[config.mk]
export PLATFORM = sky130hd
export DESIGN_NAME = keypad_scan_4x4
export DESIGN_NICKNAME = d
export VERILOG_FILES = /design/src/rtl/keypad_scan_4x4.sv
export SDC_FILE = /design/constraint.sdc
export NUM_CORES = 1
export LEC_CHECK = 0
export ABC_AREA = 1
export CAP_MARGIN = 10
export CORE_MARGIN = 8
export CORE_UTILIZATION = 58
export DETAILED_ROUTE_END_ITERATION = 8
export PLACE_DENSITY = 0.76
export REMOVE_ABC_BUFFERS = 1
export SLEW_MARGIN = 0
export SYNTH_ARGS = -nofsm -noshare
export SYNTH_HDL_FRONTEND = slang
export SYNTH_SLANG_ARGS = --single-unit
[constraint.sdc]
create_clock -name clk -period 1.9 [get_ports clk]
set_input_delay 0.38 -clock clk [delete_from_list [all_inputs] [get_ports clk]]
set_output_delay 0.38 -clock clk [all_outputs]
set_load 0.05 [all_outputs]
[src/rtl/keypad_scan_4x4.sv]
`timescale 1ns/1ps
// keypad_scan_4x4
//   Scans a 4x4 active-low matrix keypad, debounces presses and releases,
//   and presents a level key code to the password/mode-select controller.
//
// Ports
//   clk        system clock
//   reset      synchronous, active-high
//   col_in     keypad columns, active-low, pulled up, asynchronous to clk
//   row_out    row drive, exactly one bit low
//   kb_out     debounced key code (0-9, a=start, b=clear, c=confirm,
//              d/e extra keys), 4'hf when no key is held
//   key_valid  one-clk pulse when a new press is accepted
//   key_held   high from press acceptance until release acceptance
module keypad_scan_4x4 #(
  parameter int CLK_DIV      = 50000,  // clk cycles per scan tick, >= 2
  parameter int DEBOUNCE_CNT = 20      // stable ticks to accept, >= 1
) (
  input  logic       clk,
  input  logic       reset,
  input  logic [3:0] col_in,
  output logic [3:0] row_out,
  output logic [3:0] kb_out,
  output logic       key_valid,
  output logic       key_held
);

  localparam int DIV_W = (CLK_DIV > 1) ? $clog2(CLK_DIV) : 1;
  localparam int CNT_W = $clog2(DEBOUNCE_CNT + 1);

  localparam logic [DIV_W-1:0] DIV_LAST = DIV_W'(CLK_DIV - 1);
  localparam logic [CNT_W-1:0] CNT_ONE  = CNT_W'(1);
  localparam logic [CNT_W-1:0] CNT_MAX  = CNT_W'(DEBOUNCE_CNT);

  // With a one-tick debounce the first sighting of a key (or of its
  // release) is already the accepting one, so the *_DB states are skipped.
  localparam bit SINGLE_TICK = (DEBOUNCE_CNT == 1);

  typedef enum logic [1:0] {
    SCAN,
    PRESS_DB,
    PRESSED,
    REL_DB
  } state_t;

  state_t           state;
  logic [3:0]       col_meta;
  logic [3:0]       col_s;
  logic [DIV_W-1:0] div_cnt;
  logic             tick;
  logic [1:0]       row_idx;
  logic [1:0]       row_next;
  logic [1:0]       col_q;
  logic [CNT_W-1:0] cnt;
  logic [CNT_W-1:0] cnt_inc;

  logic             col_none;
  logic             col_single;
  logic [1:0]       col_idx;
  logic             key_hit;
  logic             same_col;

  function automatic logic [3:0] row_drive(input logic [1:0] r);
    return ~(4'b0001 << r);
  endfunction

  // Key map; (r3,c3) is reserved and reads as "no key".
  function automatic logic [3:0] key_code(input logic [1:0] r,
                                          input logic [1:0] c);
    logic [3:0] code;
    case ({r, c})
      4'b00_00: code = 4'h1;
      4'b00_01: code = 4'h2;
      4'b00_10: code = 4'h3;
      4'b00_11: code = 4'ha;
      4'b01_00: code = 4'h4;
      4'b01_01: code = 4'h5;
      4'b01_10: code = 4'h6;
      4'b01_11: code = 4'hb;
      4'b10_00: code = 4'h7;
      4'b10_01: code = 4'h8;
      4'b10_10: code = 4'h9;
      4'b10_11: code = 4'hc;
      4'b11_00: code = 4'he;
      4'b11_01: code = 4'h0;
      4'b11_10: code = 4'hd;
      default:  code = 4'hf;
    endcase
    return code;
  endfunction

  // Two-flop synchronizer; idle level (all high) out of reset so the
  // decoder never sees a phantom key.
  // NOTE: sequential state is always assigned with <= so every flop samples
  //       the pre-edge value of every other flop, independent of order.
  always_ff @(posedge clk) begin
    if (reset) begin
      col_meta <= 4'hf;
      col_s    <= 4'hf;
    end else begin
      col_meta <= col_in;
      col_s    <= col_meta;
    end
  end

  // Scan tick: one clk in CLK_DIV.
  always_ff @(posedge clk) begin
    if (reset)     div_cnt <= '0;
    else if (tick) div_cnt <= '0;
    else           div_cnt <= div_cnt + 1'b1;
  end

  assign tick = (div_cnt == DIV_LAST);

  // Column decode: exactly one low bit is a key; all-high is none;
  // anything else (several keys in the row) is treated as none.
  // NOTE: every output of this block gets a default first, so no path
  //       leaves one unassigned and no latch is inferred.
  always_comb begin
    col_none   = (col_s == 4'hf);
    col_single = 1'b0;
    col_idx    = 2'd0;
    case (col_s)
      4'b1110: begin col_single = 1'b1; col_idx = 2'd0; end
      4'b1101: begin col_single = 1'b1; col_idx = 2'd1; end
      4'b1011: begin col_single = 1'b1; col_idx = 2'd2; end
      4'b0111: begin col_single = 1'b1; col_idx = 2'd3; end
      default: ;
    endcase
  end

  assign key_hit  = col_single && !((row_idx == 2'd3) && (col_idx == 2'd3));
  assign same_col = col_single && (col_idx == col_q);
  assign row_next = row_idx + 2'd1;
  assign cnt_inc  = cnt + CNT_ONE;

  // Scan / debounce FSM. The row index only moves while no key is owned,
  // so the held key's row stays driven through PRESS_DB, PRESSED and REL_DB.
  always_ff @(posedge clk) begin
    if (reset) begin
      state     <= SCAN;
      row_idx   <= 2'd0;
      row_out   <= 4'b1110;
      col_q     <= 2'd0;
      cnt       <= '0;
      kb_out    <= 4'hf;
      key_valid <= 1'b0;
      key_held  <= 1'b0;
    end else begin
      key_valid <= 1'b0;
      if (tick) begin
        case (state)
          SCAN: begin
            if (key_hit) begin
              col_q <= col_idx;
              if (SINGLE_TICK) begin
                cnt       <= CNT_MAX;
                kb_out    <= key_code(row_idx, col_idx);
                key_held  <= 1'b1;
                key_valid <= 1'b1;
                state     <= PRESSED;
              end else begin
                cnt   <= CNT_ONE;
                state <= PRESS_DB;
              end
            end else begin
              row_idx <= row_next;
              row_out <= row_drive(row_next);
            end
          end

          PRESS_DB: begin
            if (same_col) begin
              cnt <= cnt_inc;
              if (cnt_inc == CNT_MAX) begin
                kb_out    <= key_code(row_idx, col_q);
                key_held  <= 1'b1;
                key_valid <= 1'b1;
                state     <= PRESSED;
              end
            end else begin
              cnt     <= '0;
              row_idx <= row_next;
              row_out <= row_drive(row_next);
              state   <= SCAN;
            end
          end

          PRESSED: begin
            // A second key in the same row reads as multi and starts a
            // release debounce; it bounces back here if the first stays down.
            if (!col_single) begin
              if (SINGLE_TICK) begin
                cnt      <= '0;
                kb_out   <= 4'hf;
                key_held <= 1'b0;
                row_idx  <= row_next;
                row_out  <= row_drive(row_next);
                state    <= SCAN;
              end else begin
                cnt   <= CNT_ONE;
                state <= REL_DB;
              end
            end
          end

          REL_DB: begin
            if (col_none) begin
              if (cnt_inc == CNT_MAX) begin
                cnt      <= '0;
                kb_out   <= 4'hf;
                key_held <= 1'b0;
                row_idx  <= row_next;
                row_out  <= row_drive(row_next);
                state    <= SCAN;
              end else begin
                cnt <= cnt_inc;
              end
            end else begin
              cnt   <= '0;
              state <= PRESSED;
            end
          end

          default: state <= SCAN;
        endcase
      end
    end
  end

endmodule

==> results.sh, run 1 <==
# source this file to load flow results
export IMPL_report_final_hold_viol_count=0
export IMPL_r2r_end="row_idx[0]$_SDFFE_PP0P_"
export IMPL_vdd_ir_drop_max_mv=0.6119
export IMPL_groute_layer_met2_usage=0.2502
export IMPL_worstSkewPairLatency_ps=290
export IMPL_die_area_sq_um=6354
export IMPL_io_pin_count=16
export IMPL_cts_sink_count=45
export IMPL_synth_seq_area_share=0.3826
export IMPL_reg2reg_from="col_s[2]$_SDFF_PP1_"
export IMPL_die_size_y_um=79.72
export IMPL_cp_top_family="buffers and inverters"
export IMPL_clock_tree_root_cell="sky130_fd_sc_hd__clkbuf_8"
export IMPL_drv_max_cap_violation_count=0
export IMPL_synthArstFlopShare=0
export IMPL_design_core_area_sq_um=3943
export IMPL_synthesis_area_sq_um=2355
export IMPL_numCtsBuffers=5
export IMPL_outcome="completed"
export IMPL_cp_slowest_stage_delay_ps=810
export IMPL_crit_cells=1
export IMPL_maxSlewHeadroom=0.6653
export IMPL_detail_route_drc_violations=0
export IMPL_layout_filler_cells=339
export IMPL_clk_transition_reported_paths_ps=70
export IMPL_layout_top_cells="sky130_fd_sc_hd__nand2_1 (63), sky130_fd_sc_hd__dfxtp_1 (43), sky130_fd_sc_hd__inv_1 (39), sky130_fd_sc_hd__nor2_1 (32), sky130_fd_sc_hd__nand3_1 (23)"
export IMPL_timing_reg2reg_worst_path_depth=13
export IMPL_synth_edff_count=0
export IMPL_most_frequent_cell_after_synthesis="sky130_fd_sc_hd__nand2_1"
export IMPL_worst_ep_required_time_ps=1520
export IMPL_syn_avg_cell_area_sq_um=7.336
==> run 1: cell type report <==
type                    count  share of cell area
multi-input cells         226              0.4585
flip-flops and latches     45              0.3255
repair buffers             28             0.09378
inverters                  42             0.05771
clock buffers               7             0.03111
well taps                  50             0.02254
clock inverters             1             0.01082
==> run 1: metrics by stage <==
stage / setup TNS (ps) / power (W) / instance area [sq um] / util / worst slack, ps
global route: -13.67 / 0.001868 / 2775 / 0.7039 / -10.77
floorplan: 0 / 0.001044 / 2313 / - / 268.3
detailed placement: 0 / 0.001079 / 2594 / 0.6579 / 73.86
CTS: 0 / 0.001816 / 2710 / 0.6874 / 55.45
global placement: 0 / 0.001077 / 2594 / 0.6579 / 133.0
finish: 0 / 0.001793 / 2775 / 0.7039 / 72.30
==> run 1: flip-flops by register name, indices dropped and copies added, names as in the netlist <==
register and count:
div_cnt 16, cnt 5, col_meta 4, col_s 4, kb_out 4, row_out 4, col_q 2, row_idx 2
state 2, key_held 1, key_valid 1
==> run 1: worst reg2reg max path, delay by kind of cell, from the launching register on <==
kind	cells	cell delay, ps
DFF	1	420
buffers and inverters	3	390
and+or+nand+nor	10	850
==> run 1: report_power, final <==
part	total (W)	switching, W	internal, W
registers	0.000963	0.00000788	0.000956
clock network	0.000735	0.000307	0.000429
logic	0.0000944	0.0000566	0.0000378
==> run 1: kinds of logic (layout without fill, tap and decap cells) <==
logic type,count (synthesis),in the layout,share of synthesized area
simple gates,165,165,0.3512
buf+inv,50,78,0.08501
flops,45,45,0.3826
compound gates,43,43,0.09511
fa+ha+maj,12,12,0.06376
xor+xnor,6,6,0.02232
==> run 1: timing repair <==
action,in CTS,in global routing
buffers inserted,0,4
resized,0,8
endpoints found under the setup margin,0,15
### Routing congestion, run 1

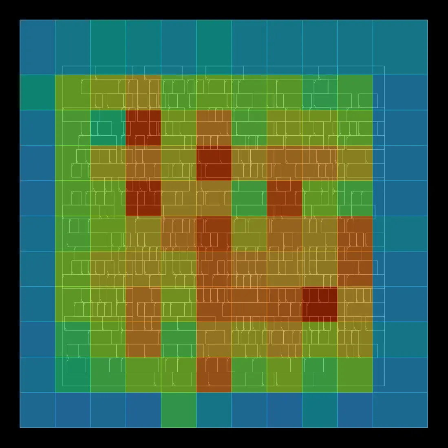
global routing usage on met1: 0.1859
routing layer with the top usage in global route: met2
fraction of met3 tracks used by global routing: 0.02815

### Cell sizes after repair, run 1

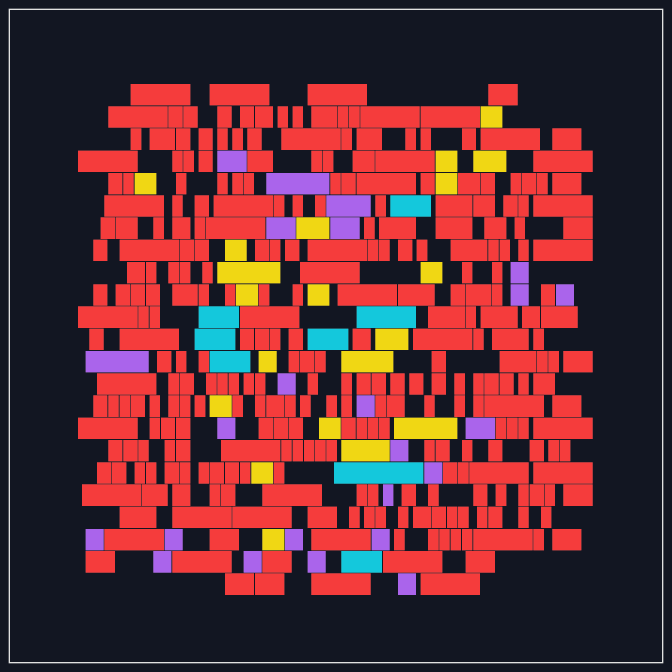
Key: purple = x2 [cells 24, most used or2_2]; yellow = x3 and x4 [cells 20, most used buf_4]; cyan = x6 and larger [cells 8, most used clkbuf_8]; red = x1 and smaller [cells 297, most used nand2_1]

### Routed metal, one colour a layer, run 1

Two of the layers only.
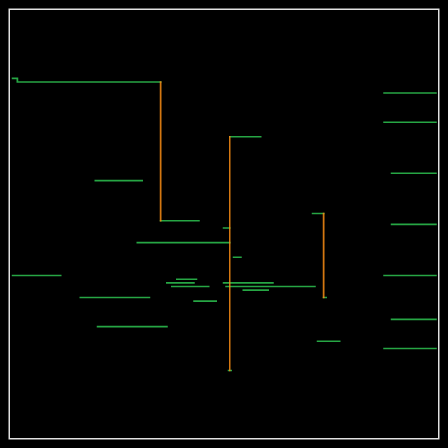
Key: orange = M4 [wire length 85.0 um]; green = M3 [wire length 225 um]

### Sequential cells coloured by netlist name, run 1

Scale bar: 20 um. Other sequential cells in the stronger grey, the rest of the logic in the fainter grey.
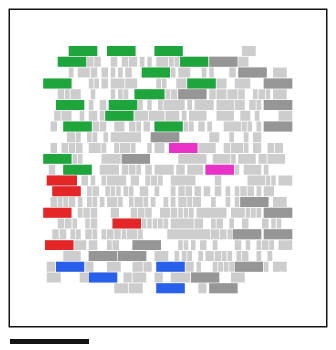

--- run 2 (diff from run 1) ---
- SETUP_SLACK_MARGIN: not set -> 0.05
### Sequential cells coloured by netlist name, run 2

Scale bar: 20 um. Other sequential cells in the stronger grey, the rest of the logic in the fainter grey.
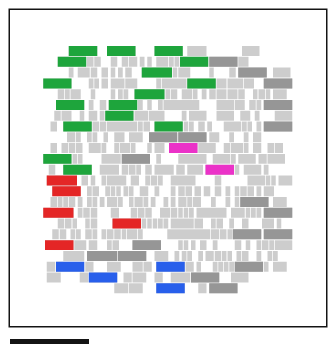
Key: magenta = col_q [placed flops 2]; red = cnt [placed flops 5]; green = div_cnt [placed flops 16]; blue = col_meta [placed flops 4]
Another 18 sequential cells are not coloured.
FF+latch area: 907.1 sq um
proportion of cell area occupied by registers: 0.3208
power consumed by sequential cells: 0.000966 W
fin util: 0.7172

### Routed metal, one colour a layer, run 2

Two of the layers only.
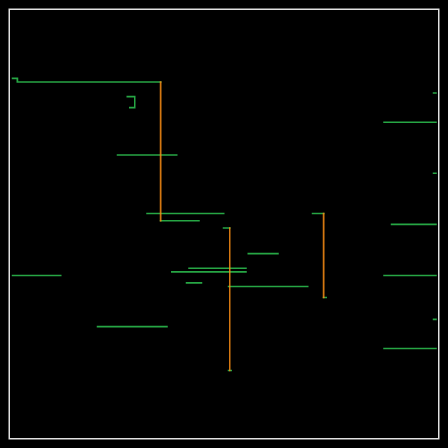
Key: green = M3 [wire length 176 um]; orange = M4 [wire length 68.0 um]

==> run 2 against run 1 <==
- non-clock buffer count increased by 1
- first-iteration DRC count is 5.8% higher
- critical path type unchanged
- register-to-register slack improved by 30 ps
- worst hold slack barely moved
- sequential power hardly changed
- power is 0.19% higher
- wire length is 0.22% higher
- clock power barely moved
- clock skew fell by 1.7 ps
- via count decreased by 1.1%
- die area is the same
- global-route usage stayed put
==> results.sh, run 2 <==
# source this file to load flow results
export IMPL_report_final_hold_viol_count=0
export IMPL_die_area_sq_um=6354
export IMPL_r2r_end="kb_out[2]$_SDFFE_PP1P_"
export IMPL_comb_area_share=0.4602
export IMPL_design_core_area_sq_um=3943
export IMPL_die_size_y_um=79.72
export IMPL_worst_ep_required_time_ps=1520
export IMPL_multiInputCombCellCount=226
export IMPL_n_sequential_cell=45
export IMPL_grt_most_used_layer="met2"
export IMPL_outcome="completed"
export IMPL_largest_register="div_cnt"
export IMPL_reg2reg_from="div_cnt[0]$_SDFF_PP0_"
export IMPL_worstSkewPairLatency_ps=290
export IMPL_report_power_total_w=0.001797
export IMPL_largest_class="logic gates"
export IMPL_post_synth_main_logic_family="simple AND/OR/NAND/NOR gates"
export IMPL_synth_cellmix_xorXnorShare=0.02232
export IMPL_drv_max_cap_violation_count=0
export IMPL_groute_layer_met2_usage=0.2502
export IMPL_layout_filler_cells=323
export IMPL_cts_sink_count=45
export IMPL_timing_reg2reg_worst_path_depth=10
export IMPL_numCtsBuffers=5
export IMPL_syn_avg_cell_area_sq_um=7.336
### Cell sizes after repair, run 2

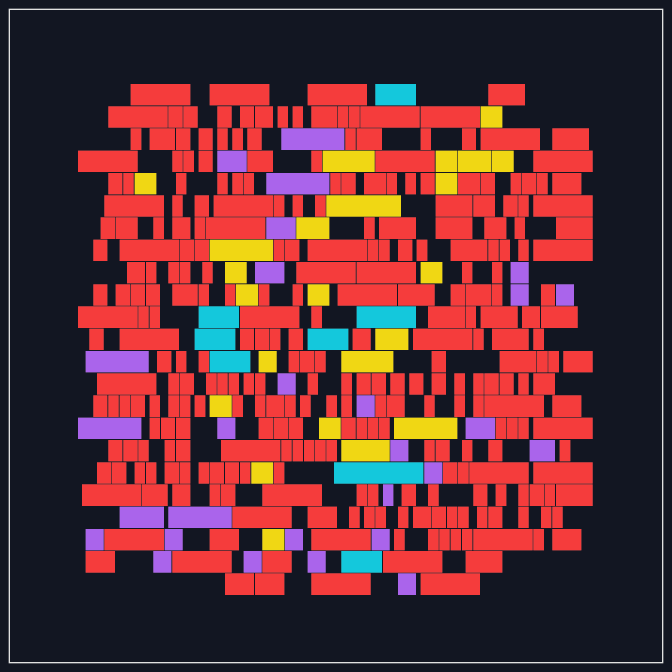
growth of design area from synthesis to finish: 20.08%
Signal buffers: 29
Design Area, Final: 2828 sq um
worst path setup slack after routing: 94.58 ps

-- run 2: cell types whose count changed in the layout (fill, tap and decap cells not counted), sizes merged --
cell,before,now
clkdlybuf4s50,15,10
buf,13,14
dlymetal6s2s,0,5
-- run 2: worst max-delay path by stage --
stage	from	to	cells after the start
after floorplan	div_cnt[0]$_SDFF_PP0_	kb_out[0]$_SDFFE_PP1P_	10
after global placement	div_cnt[0]$_SDFF_PP0_	kb_out[0]$_SDFFE_PP1P_	10
after detailed placement	div_cnt[0]$_SDFF_PP0_	kb_out[3]$_SDFFE_PP1P_	10
after CTS	div_cnt[0]$_SDFF_PP0_	kb_out[2]$_SDFFE_PP1P_	10
after global routing	div_cnt[0]$_SDFF_PP0_	kb_out[2]$_SDFFE_PP1P_	10
final	row_out[3]$_SDFFE_PP1P_	row_out[3]	1
-- run 2: what timing repair did --
action | CTS | global route
buffers inserted | 0 | 5
endpoints found under the setup margin | 0 | 23
gates resized | 0 | 22
-- run 2: per-stage QoR --
stage / util / setup WS [ps] / hold WS, ps / area (sq um)
6_report: 0.7172 / 94.58 / 410.8 / 2828
5_1_grt: 0.7172 / 24.12 / 425.7 / 2828
4_1_cts: 0.6874 / 55.45 / 411.8 / 2710
3_5_place_dp: 0.6579 / 73.86 / 393.6 / 2594
3_3_place_gp: 0.6579 / 133.0 / 390.9 / 2594
2_1_floorplan: - / 268.3 / 389.5 / 2313
-- run 2: power breakdown --
group	internal, W	switching [W]	leakage, nW	total [W]
clock network	0.000429	0.000305	0.0585	0.000734
registers	0.000956	0.0000101	0.366	0.000966
logic	0.0000396	0.0000570	0.804	0.0000966
-- run 2: kinds of logic (layout without fill, tap and decap cells) --
family	count (synthesis)	in the layout
simple gates	165	165
buf+inv	50	79
flops	45	45
compound gates	43	43
fa+ha+maj	12	12
xor+xnor	6	6
Power is estimated from default activity; no workload was simulated.
